Design lcd_cmd_engine, sky130hd; sources not shown.
Figure 1. Placement by cell class.
Scale: 4 px per µm. Fill, decap, tap and diode cells in gray.
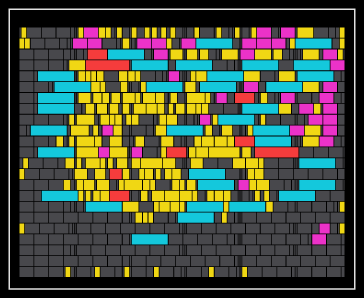
red -> clock drivers and dummy loads  # cells 8, share of their area 5.6%
magenta -> remaining buffers and delay cells  # cells 35, share of their area 13%
cyan -> sequential cells  # cells 34, share of their area 35%
yellow -> remaining logic cells  # cells 184, share of their area 46%
final instance area: 2520 µm²
register share of the cell area: 0.337
Core Area: 5090 µm²
Util after Layout: 0.496

Figure 2. Clock wiring as the flow saved it.
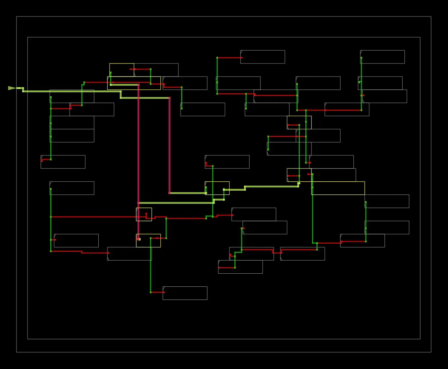
power in the clock group: 668 µW
clock latency on the worst-skew pair: 300 ps
Num CTS Buffers: 5

==> run notes <==
fresh numbers from the pnr run: power per cell area=837 nW/µm², register-to-register setup slack=200 ps, Worst Hold Class=flop to flop, tool warning count=48, met3 Track Usage GR=0.0488, Seq cells post-synth=34, CTS Buffer Depth=2, Vias/cell=5.34, Worst Path Max Fanout=7, Tap Count=62, Synth top area share=0.396, GR peak layer=met1, combinational gates=178, Clock transition at path regs=70 ps, vias in the first global route=1543, predominant post-synthesis flop cell=dfrtp_1, Sw Share=0.324, top logic cell by instance count in the layout=dfrtp_1, Multiplexer share=0.0524, Post-DP HPWL=3270 µm, Synth async-reset ratio=1.00, FFs & Latches=34, worst-path cell chain=nor4_4, and2_0, nand2_1, or3_1, a21oi_1, Yosys chip area=2150 µm², Worst VDD drop=333 µV, Post-Synthesis Cells=229, number of flip-flops in the largest register=17, Area-dominant class=logic gates, Final Hold Viols=0, nets=297, Int Power=1430 µW, Routed WL per cell=13.6 µm, worst hold slack=509 ps, hold buffers post-CTS=0, Layout non-clock buf frac=0.131, Final setup viols=0, Tmin final=2100 ps, DIE WIDTH=86.0 µm, outcome=completed, Critical Path RT=2510 ps, Sw Pwr=684 µW, GRT Total Usage=0.161, synthesized area per cell=9.39 µm², Stages on worst setup path=5, Static Leakage=0.00107 µW, Peak Freq=477 MHz, EDFF count, synth=0, Clock buf/inv share=0.0545, CTS tree=done
Power is estimated from default activity; no workload was simulated.
